## src/rtl/clock_pkg.sv

```systemverilog
// Shared constants for the clock digit blocks: active-low 7-segment codes
// (bit order g,f,e,d,c,b,a), blink phase type and the blink divider default.
package clock_pkg;

  localparam logic [6:0] SEG_0     = 7'b1000000;
  localparam logic [6:0] SEG_1     = 7'b1111001;
  localparam logic [6:0] SEG_2     = 7'b0100100;
  localparam logic [6:0] SEG_3     = 7'b0110000;
  localparam logic [6:0] SEG_4     = 7'b0011001;
  localparam logic [6:0] SEG_5     = 7'b0010010;
  localparam logic [6:0] SEG_6     = 7'b0000010;
  localparam logic [6:0] SEG_7     = 7'b1111000;
  localparam logic [6:0] SEG_8     = 7'b0000000;
  localparam logic [6:0] SEG_9     = 7'b0010000;
  localparam logic [6:0] SEG_BLANK = 7'b1111111;

  localparam int unsigned BLINK_DIV_DEFAULT = 25_000_000;

  typedef enum logic {
    BLINK_SHOWN  = 1'b0,
    BLINK_HIDDEN = 1'b1
  } blink_phase_t;

endpackage

```

## src/rtl/seg7_decode.sv

```systemverilog
// Digit value to active-low 7-segment code; values above 9 are blanked.
module seg7_decode
  import clock_pkg::*;
(
  input  logic [3:0] value,
  output logic [6:0] seg
);

  // Pure lookup, shared by every clock digit
  always_comb begin
    seg = SEG_BLANK;
    case (value)
      4'd0:    seg = SEG_0;
      4'd1:    seg = SEG_1;
      4'd2:    seg = SEG_2;
      4'd3:    seg = SEG_3;
      4'd4:    seg = SEG_4;
      4'd5:    seg = SEG_5;
      4'd6:    seg = SEG_6;
      4'd7:    seg = SEG_7;
      4'd8:    seg = SEG_8;
      4'd9:    seg = SEG_9;
      default: seg = SEG_BLANK;
    endcase
  end

endmodule

```

## src/rtl/hour_tens_digit.sv

```systemverilog
// Tens-of-hours digit (0..2): counts carry toggles from the units digit,
// wraps at 24:00 and clears the units digit, supports manual set with a
// blinking display.
module hour_tens_digit
  import clock_pkg::*;
#(
  parameter int unsigned BLINK_DIV   = BLINK_DIV_DEFAULT,
  parameter int unsigned SYNC_STAGES = 2
)
(
  input  logic       clk,
  input  logic       rst_n,
  input  logic       carry_tgl,
  input  logic [3:0] units_val,
  input  logic       set_mode,
  input  logic       btn_inc,
  input  logic       btn_dec,
  output logic [6:0] Display,
  output logic [1:0] tens_val,
  output logic       units_clr
);

  localparam int unsigned MASK_CYC = SYNC_STAGES + 1;
  localparam int unsigned MW       = $clog2(MASK_CYC + 1);
  localparam int unsigned CW       = (BLINK_DIV > 1) ? $clog2(BLINK_DIV) : 1;

  logic [SYNC_STAGES-1:0] carry_sh, set_sh, inc_sh, dec_sh;
  logic [3:0]             units_sh [SYNC_STAGES];

  logic       carry_s, set_s, inc_s, dec_s;
  logic [3:0] units_s;

  logic          carry_prev, inc_prev, dec_prev;
  logic [MW-1:0] mask_cnt;
  logic          events_ok;
  logic          carry_ev, inc_ev, dec_ev, rollover;

  logic [1:0]   tens_nxt;
  logic [3:0]   seg_in;
  logic [6:0]   seg_code;
  logic [CW-1:0] blink_cnt;
  blink_phase_t  phase;

  // Synchronizer chains for every asynchronous input
  always_ff @(posedge clk) begin
    if (!rst_n) begin
      carry_sh <= '0;
      set_sh   <= '0;
      inc_sh   <= '0;
      dec_sh   <= '0;
      for (int unsigned i = 0; i < SYNC_STAGES; i++) units_sh[i] <= '0;
    end else begin
      carry_sh[0] <= carry_tgl;
      set_sh[0]   <= set_mode;
      inc_sh[0]   <= btn_inc;
      dec_sh[0]   <= btn_dec;
      units_sh[0] <= units_val;
      for (int unsigned i = 1; i < SYNC_STAGES; i++) begin
        carry_sh[i] <= carry_sh[i-1];
        set_sh[i]   <= set_sh[i-1];
        inc_sh[i]   <= inc_sh[i-1];
        dec_sh[i]   <= dec_sh[i-1];
        units_sh[i] <= units_sh[i-1];
      end
    end
  end

  assign carry_s = carry_sh[SYNC_STAGES-1];
  assign set_s   = set_sh[SYNC_STAGES-1];
  assign inc_s   = inc_sh[SYNC_STAGES-1];
  assign dec_s   = dec_sh[SYNC_STAGES-1];
  assign units_s = units_sh[SYNC_STAGES-1];

  // Edge trackers always follow the synchronized inputs; only the event
  // outputs are masked, so neither reset release nor a mode change can
  // leave a stale edge behind.
  assign events_ok = (mask_cnt == MW'(MASK_CYC));
  assign carry_ev  = events_ok & (carry_s ^ carry_prev);
  assign inc_ev    = events_ok & inc_s & ~inc_prev;
  assign dec_ev    = events_ok & dec_s & ~dec_prev;

  // 24:00 can only fire while tens_val = 2 and it forces tens_val to 0,
  // so a re-fire needs the digit to climb back to 2 first.
  assign rollover  = !set_s && (tens_val == 2'd2) && (units_s == 4'd4);

  // Next digit value: illegal recovery, then set-mode buttons, then run-mode
  // rollover (which also covers a coincident carry), then carry
  always_comb begin
    tens_nxt = tens_val;
    if (tens_val == 2'd3) begin
      tens_nxt = 2'd0;
    end else if (set_s) begin
      if (inc_ev && !dec_ev)
        tens_nxt = (tens_val == 2'd2) ? 2'd0 : tens_val + 2'd1;
      else if (dec_ev && !inc_ev)
        tens_nxt = (tens_val == 2'd0) ? 2'd2 : tens_val - 2'd1;
    end else if (rollover) begin
      tens_nxt = 2'd0;
    end else if (carry_ev) begin
      tens_nxt = (tens_val == 2'd2) ? 2'd0 : tens_val + 2'd1;
    end
  end

  // Illegal digit is displayed as 0
  assign seg_in = (tens_val == 2'd3) ? 4'd0 : {2'b00, tens_val};

  seg7_decode u_seg (
    .value (seg_in),
    .seg   (seg_code)
  );

  // Digit state, edge tracking, post-reset mask, blink timer and display
  always_ff @(posedge clk) begin
    if (!rst_n) begin
      tens_val   <= '0;
      units_clr  <= 1'b0;
      carry_prev <= 1'b0;
      inc_prev   <= 1'b0;
      dec_prev   <= 1'b0;
      mask_cnt   <= '0;
      blink_cnt  <= '0;
      phase      <= BLINK_SHOWN;
      Display    <= SEG_0;
    end else begin
      carry_prev <= carry_s;
      inc_prev   <= inc_s;
      dec_prev   <= dec_s;
      if (!events_ok) mask_cnt <= mask_cnt + 1'b1;

      tens_val  <= tens_nxt;
      units_clr <= (tens_val != 2'd3) && rollover;

      if (!set_s) begin
        blink_cnt <= '0;
        phase     <= BLINK_SHOWN;
      end else if (blink_cnt == CW'(BLINK_DIV - 1)) begin
        blink_cnt <= '0;
        phase     <= (phase == BLINK_SHOWN) ? BLINK_HIDDEN : BLINK_SHOWN;
      end else begin
        blink_cnt <= blink_cnt + 1'b1;
      end

      Display <= (set_s && phase == BLINK_HIDDEN) ? SEG_BLANK : seg_code;
    end
  end

endmodule

```

## config.mk

```make
export PLATFORM = sky130hd
export DESIGN_NAME = hour_tens_digit
export DESIGN_NICKNAME = d
export VERILOG_FILES = /design/src/rtl/clock_pkg.sv /design/src/rtl/seg7_decode.sv /design/src/rtl/hour_tens_digit.sv
export SDC_FILE = /design/constraint.sdc
export NUM_CORES = 1
export LEC_CHECK = 0
export ABC_AREA = 1
export CORE_MARGIN = 2
export CORE_UTILIZATION = 55
export DETAILED_ROUTE_END_ITERATION = 7
export GPL_TIMING_DRIVEN = 0
export PLACE_DENSITY = 0.82
export SLEW_MARGIN = 15
export SYNTH_ARGS = -nofsm -noshare
export SYNTH_HDL_FRONTEND = slang
export SYNTH_SLANG_ARGS = --single-unit
```

## constraint.sdc

```tcl
create_clock -name clk -period 2.33 [get_ports clk]
set_input_delay 0.5825 -clock clk [delete_from_list [all_inputs] [get_ports clk]]
set_output_delay 0.5825 -clock clk [all_outputs]
set_load 0.02 [all_outputs]
```

run_1/clock_nets.png
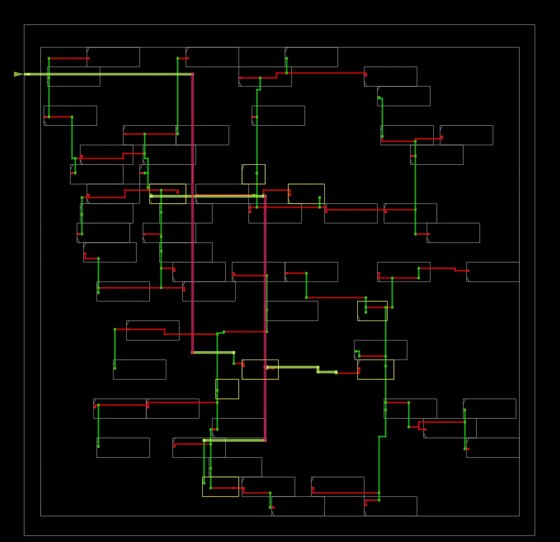
TritonCTS Buffers: 5
Skew-Pair Late Insertion Delay: 320 ps
CTS Sinks: 55
clock buf count: 5

run_1/layers.png
Scale bar: 20 µm. Only two layers are drawn.
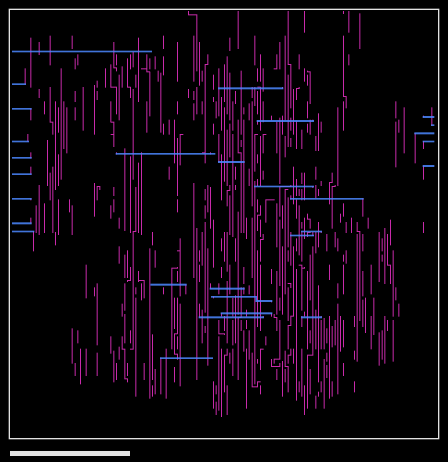
[M2] magenta | wire length: 2170 µm
[M3] blue | wire length: 175 µm

run_1/class_map.png
Fill, decap, tap and diode cells in grey.
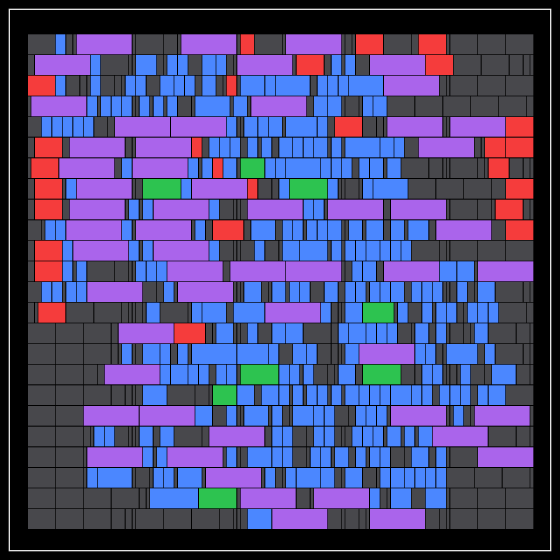
[remaining buffers and delay cells] red | cells: 27 | share of their area: 8.6%
[registers] purple | cells: 55 | share of their area: 40%
[clock drivers and dummy loads] green | cells: 8 | share of their area: 3.5%
[remaining logic cells] blue | cells: 275 | share of their area: 48%

## run 1: power breakdown
| part | leakage (nW) | internal (mW) | switching (mW) |
|---|---|---|---|
| clock network | 0.0511 | 0.228 | 0.341 |
| logic | 0.632 | 0.0576 | 0.0673 |
| registers | 0.448 | 0.971 | 0.0163 |
## run 1: logic make-up after synthesis
kind of cell / synth area share [%]
simple gates: 34.3
compound gates: 4.34
buf+inv: 9.88
flops: 44.4
fa+ha+maj: 3.53
xor+xnor: 3.53
## run 1: area by class of cell
class	instances	area share (%)
Sequential cell	55	39.0
Timing Repair Buffer	18	6.38
Inverter	50	6.65
Clock buffer	5	2.44
Multi-Input combinational cell	225	40.2
Clock inverter	3	1.02
Tap cell	52	2.30
Buffer	9	2.04
## run 1: state kept, by name, summed over array words and instances, names as in the netlist
name / cells
phase: 1
carry_prev: 1
inc_sh: 2
carry_sh: 2
inc_prev: 1
tens_val: 2
Display: 5
blink_cnt: 25
set_sh: 2
dec_sh: 2
units_sh: 8
mask_cnt: 2
dec_prev: 1
units_clr: 1
## run 1: metal layers
metal  share of wire, %  global-route usage, %  vias up  wire length (µm)
met5                  0                      0        -                 0
met4                1.6                   8.18        0                72
met3                3.9                   4.70        5               174
met2                 48                   33.3       42              2170
met1                 46                   24.6      930              2090
li1                   -                      -     1082                 -
## run 1: cell usage in the layout (no fill, tap or decap), types with 2 or more instances in the layout
cell / n
dfxtp_1: 55
nand3b_1: 5
a21oi_1: 12
inv_2: 2
nor2_4: 3
inv_6: 2
nor2_2: 6
xnor2_1: 3
clkbuf_1: 4
o21ai_0: 7
inv_1: 48
clkdlybuf4s50_1: 18
nand3_1: 15
nand2_2: 3
clkbuf_8: 5
buf_6: 2
buf_4: 2
xor2_1: 7
nor2_1: 51
nand4_1: 8
ha_1: 7
nor3_1: 2
nand2_1: 88
## run 1: final timing paths
check                       from             end  slack (ps)  cells past startpoint
setup / recovery     tens_val[1]     tens_val[1]         320                      1
hold / removal    units_sh[0][3]  units_sh[0][7]         420                      2
setup reg to reg    blink_cnt[0]   blink_cnt[12]         720                      9
hold reg to reg   units_sh[0][3]  units_sh[0][7]         420                      2
## run 1: stage by stage
step	hold WS, ps	power, mW	util (%)	instances
after floorplan	390	1.09	-	339
after global placement	392	1.13	62.6	409
after detailed placement	396	1.13	62.6	409
after CTS	422	1.69	64.9	417
after global routing	431	1.76	64.9	417
final	421	1.68	64.9	417
==> run_results.csv, run 1 <==
group,metric,value,unit
route,drc_errors,0,
sta,fin_skew,6.42,ps
critical_path,cpPeakStageDelay,660,ps
route,wl_per_cell,10.8,µm
run,warnings,30,
grt,track_usage,19.9,%
synthesis,edf_count,0,
placement,gp_congestion,0.855,
placement,placed_area,0.00273,mm²
synthesis,synthDominantCellAreaShare,44.4,%
synthesis,ys_ff,55,
synthesis,syn-num-nets,356,
clock_network,htree_levels,2,
run,max_cap_viol_count,0,
floorplan,initCoreUtil,57.0,%
synthesis,synthFlopType,"dfxtp_1",
floorplan,die-area,0.00506,mm²
synthesis,ys_types,29,
sta,finalCriticalPeriod,2010,ps
power_and_ir_drop,powerDensity,595,mW/mm²
route,via_count,2059,
clock_network,holdBufCountCts,0,
cells_and_area,syn_to_final_growth,13.8,%
grt,grt_pass1_vias,1845,
grt,gr-total-overflow,0,
critical_path,worstSetupPathType,"flip-flop to output port",
synthesis,synth.top_cells.by_count,"nand2_1 (88), dfxtp_1 (55), nor2_1 (51)",
synthesis,synth_area,0.00248,mm²
synthesis,ys_cells,339,
placement,post-place-ws,678,ps
sta,finalClockPeriodUsage,86.1,%
clock_network,cts_resized,0,
clock_network,postCtsSetupBuffers,0,
sta,fin_tns_setup,0,ps
clock_network,cts_tree,"built",
critical_path,cpLargestDelayFamily,"buffers and inverters",
sta,drv_slew,0,
grt,grt_start_max_net_pins,21,
clock_network,cts-root-buf,"clkbuf_8",
sta,finalHoldViolCount,0,
critical_path,path_buffers,1,
synthesis,top_area_cell,"dfxtp_1",
critical_path,crit_fanout,6,
critical_path,cpMaxStageDelayCell,"clkdlybuf4s50_1",
synthesis,synth_dominant_cell_count,"nand2_1",
synthesis,netlist_instances,339,
placement,hpwlAfterDp,3350,µm
status,outcome,"completed",
hold_path,hold_path.class,"flip-flop to flip-flop",
sta,worstMarginPinSlew,428,ps
grt,antenna_found_initial,0,
floorplan,die-width,71.2,µm
power_and_ir_drop,vdd_drop_max,574,µV
synthesis,yosys_warnings,0,
floorplan,coreArea,0.00435,mm²
cells_and_area,fillers,376,
sta,max_freq,0.498,GHz
route,viasPerCell,4.94,
critical_path,critPathLaunchType,"flip-flop",
floorplan,ioPinCount,20,
grt,grt_first_pass_wirelength,7980,µm
route,routed_wl,4510,µm
floorplan,fp.dieH,71.2,µm
cells_and_area,design_area,0.00282,mm²
route,drtPass1Iterations,4,
synthesis,top_cells_by_area,"dfxtp_1 (44%), nand2_1 (13%), nor2_1 (7.7%)",
synthesis,ys_seq_share,44.4,%
synthesis,synth_area_per_cell,7.32,µm²
route,postRouteAntennaNets,0,
cells_and_area,fin_nets,381,
sta,rsz0062_at_grt,"false",
cells_and_area,logic_area,0.00113,mm²
sta,max_slew_margin,71.4,%
synthesis,async_flop_share,0,%
critical_path,crit_required,1750,ps
power_and_ir_drop,p_leak,1.13,nW
critical_path,arrival,1420,ps
synthesis,ys_area,0.00248,mm²
critical_path,end_kind,"output port",
clock_network,clkTransAtPathRegs,100,ps
placement,port_buffers,18,
cells_and_area,drive_gt1_share,8.77,%
critical_path,crit_chain,"clkdlybuf4s50_1",
clock_network,clk_path_buf_depth,2,
route,first_iter_violations,155,
sta,setup_slack,323,ps
sta,finalSetupViolCount,0,
cells_and_area,regArea,0.00110,mm²
cells_and_area,antennaDiodeCount,0,
floorplan,rows,24,
run_1/clock_wires.png
Scale bar: 20 µm.
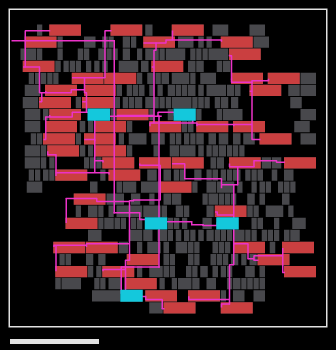

--- run 2 (diff from run 1) ---
Settings changed: CORE_MARGIN 2 to default, REMOVE_ABC_BUFFERS from default to 1, SLEW_MARGIN 15 to 10.
run_2/clock_wires.png
Scale bar: 20 µm.
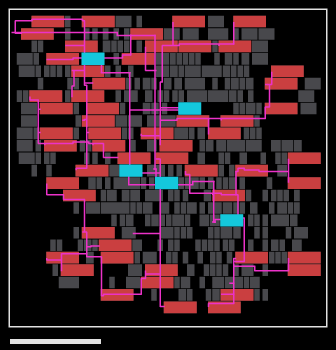
[clock-net drivers] cyan | count: 5
[clock wires] magenta | length: 596 µm
[flip-flops] red | count: 55
flops lie: spread over the die

run_2/class_map.png
Fill, decap, tap and diode cells in grey.
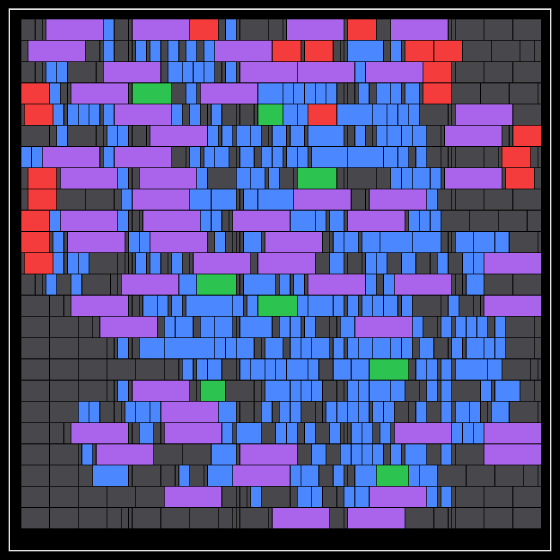
[clock drivers and dummy loads] green | cells: 8 | share of their area: 3.6%
[remaining buffers and delay cells] red | cells: 19 | share of their area: 7.0%
[remaining logic cells] blue | cells: 275 | share of their area: 49%
[registers] purple | cells: 55 | share of their area: 41%

==> run_results.csv, run 2 <==
group,metric,value,unit
grt,antenna_found_initial,0,
clock_network,cts_resized,0,
synthesis,ys_area,0.00248,mm²
synthesis,synth_dominant_cell_count,"nand2_1",
floorplan,die-area,0.00478,mm²
grt,gr-total-overflow,0,
synthesis,synth_area,0.00248,mm²
power_and_ir_drop,powerDensity,602,mW/mm²
sta,rsz0062_at_grt,"false",
clock_network,cts-root-buf,"clkbuf_8",
synthesis,edf_count,0,
power_and_ir_drop,vdd_drop_max,447,µV
route,wl_per_cell,10.4,µm
grt,grt_first_pass_wirelength,7380,µm
route,routed_wl,4260,µm
cells_and_area,design_area,0.00278,mm²
synthesis,netlist_instances,339,
cells_and_area,fillers,366,
cells_and_area,drive_gt1_share,7.56,%
synthesis,synth.top_cells.by_count,"nand2_1 (88), dfxtp_1 (55), nor2_1 (51)",
critical_path,cpMaxStageDelayCell,"clkdlybuf4s50_1",
clock_network,postCtsSetupBuffers,0,
cells_and_area,largestRegisters,"blink_cnt: 25 flops, units_sh: 8 flops, Display: 5 flops",
cells_and_area,final_cell_mix,"nand2_1 (88), dfxtp_1 (55), nor2_1 (51)",
cells_and_area,largest_register_ffs,25,
sta,finalClockPeriodUsage,86.9,%
sta,worstMarginPinSlew,814,ps
critical_path,cpPeakStageDelay,1000,ps
floorplan,rows,24,
floorplan,die-width,69.2,µm
sta,drv_slew,0,
sta,finalSetupViolCount,0,
placement,post-place-ws,-52.4,ps
synthesis,ys_seq_share,44.4,%
synthesis,synthFlopType,"dfxtp_1",
floorplan,initCoreUtil,57.0,%
grt,grt_pass1_vias,1811,
sta,max_slew_margin,45.5,%
sta,finalHoldViolCount,0,
clock_network,cts.sinks,55,
clock_network,cts_tree,"built",
critical_path,end_kind,"flip-flop",
cells_and_area,layout_top_cell,"nand2_1",
placement,gp_congestion,0.910,
critical_path,worstSetupPathType,"input pin to flip-flop",
placement,port_buffers,19,
sta,max_freq,0.494,GHz
synthesis,synth_area_per_cell,7.32,µm²
cells_and_area,logic_area,0.00113,mm²
sta,fin_tns_setup,0,ps
synthesis,synthDominantCellAreaShare,44.4,%
clock_network,clk_path_buf_depth,2,
sta,setup_slack,306,ps
cells_and_area,fin_nets,373,
floorplan,coreArea,0.00435,mm²
route,postRouteAntennaNets,0,
cells_and_area,antennaDiodeCount,0,
cells_and_area,regMostFlops,"blink_cnt",
sta,fin_skew,5.26,ps
clock_network,clkTransAtPathRegs,110,ps
clock_network,htree_levels,2,
clock_network,numCtsBuffers,5,
run,warnings,29,
grt,grt_start_max_net_pins,26,
clock_network,holdBufCountCts,0,
placement,placed_area,0.00268,mm²
route,drc_errors,0,
placement,hpwlAfterDp,3050,µm
synthesis,top_cells_by_area,"dfxtp_1 (44%), nand2_1 (13%), nor2_1 (7.7%)",
critical_path,crit_chain,"clkdlybuf4s50_1 > nand2_1 > inv_1 > nand2_4 > a21oi_1",
floorplan,fp.dieH,69.2,µm
critical_path,critPathLaunchType,"input pin",
route,viasPerCell,4.95,
synthesis,async_flop_share,0,%
route,first_iter_violations,137,
route,drtPass1Iterations,4,
run,max_cap_viol_count,0,
grt,track_usage,19.1,%
route,via_count,2025,
clock_network,clock_latency,310,ps
cells_and_area,regArea,0.00110,mm²
cells_and_area,syn_to_final_growth,11.9,%
status,outcome,"completed",
synthesis,ys_cells,339,
power_and_ir_drop,p_leak,1.10,nW
synthesis,ys_ff,55,
sta,whs,421,ps
critical_path,crit_fanout,25,
synthesis,ys_types,29,
critical_path,arrival,2270,ps
hold_path,hold_path.class,"flip-flop to flip-flop",
synthesis,yosys_warnings,0,
sta,finalCriticalPeriod,2020,ps
synthesis,top_area_cell,"dfxtp_1",
critical_path,crit_required,2580,ps
floorplan,ioPinCount,20,
## run 2: cell counts after synthesis
Identical to the previous run, type by type.
## run 2: worst paths after layout
check	cells after the start	end	from	slack, ps
worst min register to register	2	units_sh[0][4]	units_sh[0][0]	420
worst min-delay path	2	units_sh[0][4]	units_sh[0][0]	420
worst max register to register	8	blink_cnt[8]	blink_cnt[0]	690
worst max-delay path	5	blink_cnt[19]	rst_n	310
## run 2: per-stage QoR
stage	utilization, %	power, mW	cells
2_1_floorplan	-	1.08	330
3_3_place_gp	61.5	1.12	401
3_5_place_dp	61.5	1.13	401
4_1_cts	63.8	1.69	409
5_1_grt	63.8	1.75	409
6_report	63.8	1.67	409
## run 2: final cells by class
| cell class | instances | area share [%] |
|---|---|---|
| clock buffer | 5 | 2.48 |
| tap | 52 | 2.34 |
| inverter | 50 | 6.76 |
| timing repair buffer | 19 | 6.85 |
| clock inverter | 3 | 1.04 |
| multi-input combinational | 225 | 40.9 |
| sequential | 55 | 39.7 |
## run 2: report_power, final
group	total [mW]	internal [mW]	switching, mW
combinational	0.119	0.0540	0.0651
sequential	0.988	0.971	0.0175
clock	0.564	0.227	0.336
total	1.67	1.25	0.419
## run 2: cell families (layout without fill, tap and decap cells)
kind of cell / Yosys count / count (layout) / synth area share, %
compound gates: 21 / 21 / 4.34
buf+inv: 59 / 77 / 9.88
xor+xnor: 10 / 10 / 3.53
flops: 55 / 55 / 44.4
fa+ha+maj: 7 / 7 / 3.53
simple gates: 187 / 187 / 34.3
## run 2: worst max-delay path, delay by kind of cell
family	cells	cell delay, ps
buffers and inverters	2	1150
AND-OR/OR-AND	1	180
AND/OR/NAND/NOR	2	350
## run 2: routing by layer
metal / wire, µm / track usage, %
met1: 2010 / 23.1
met2: 2000 / 32.8
met3: 188 / 4.39
met4: 59 / 7.26
met5: 0 / 0
Power and IR drop assume default switching activity.
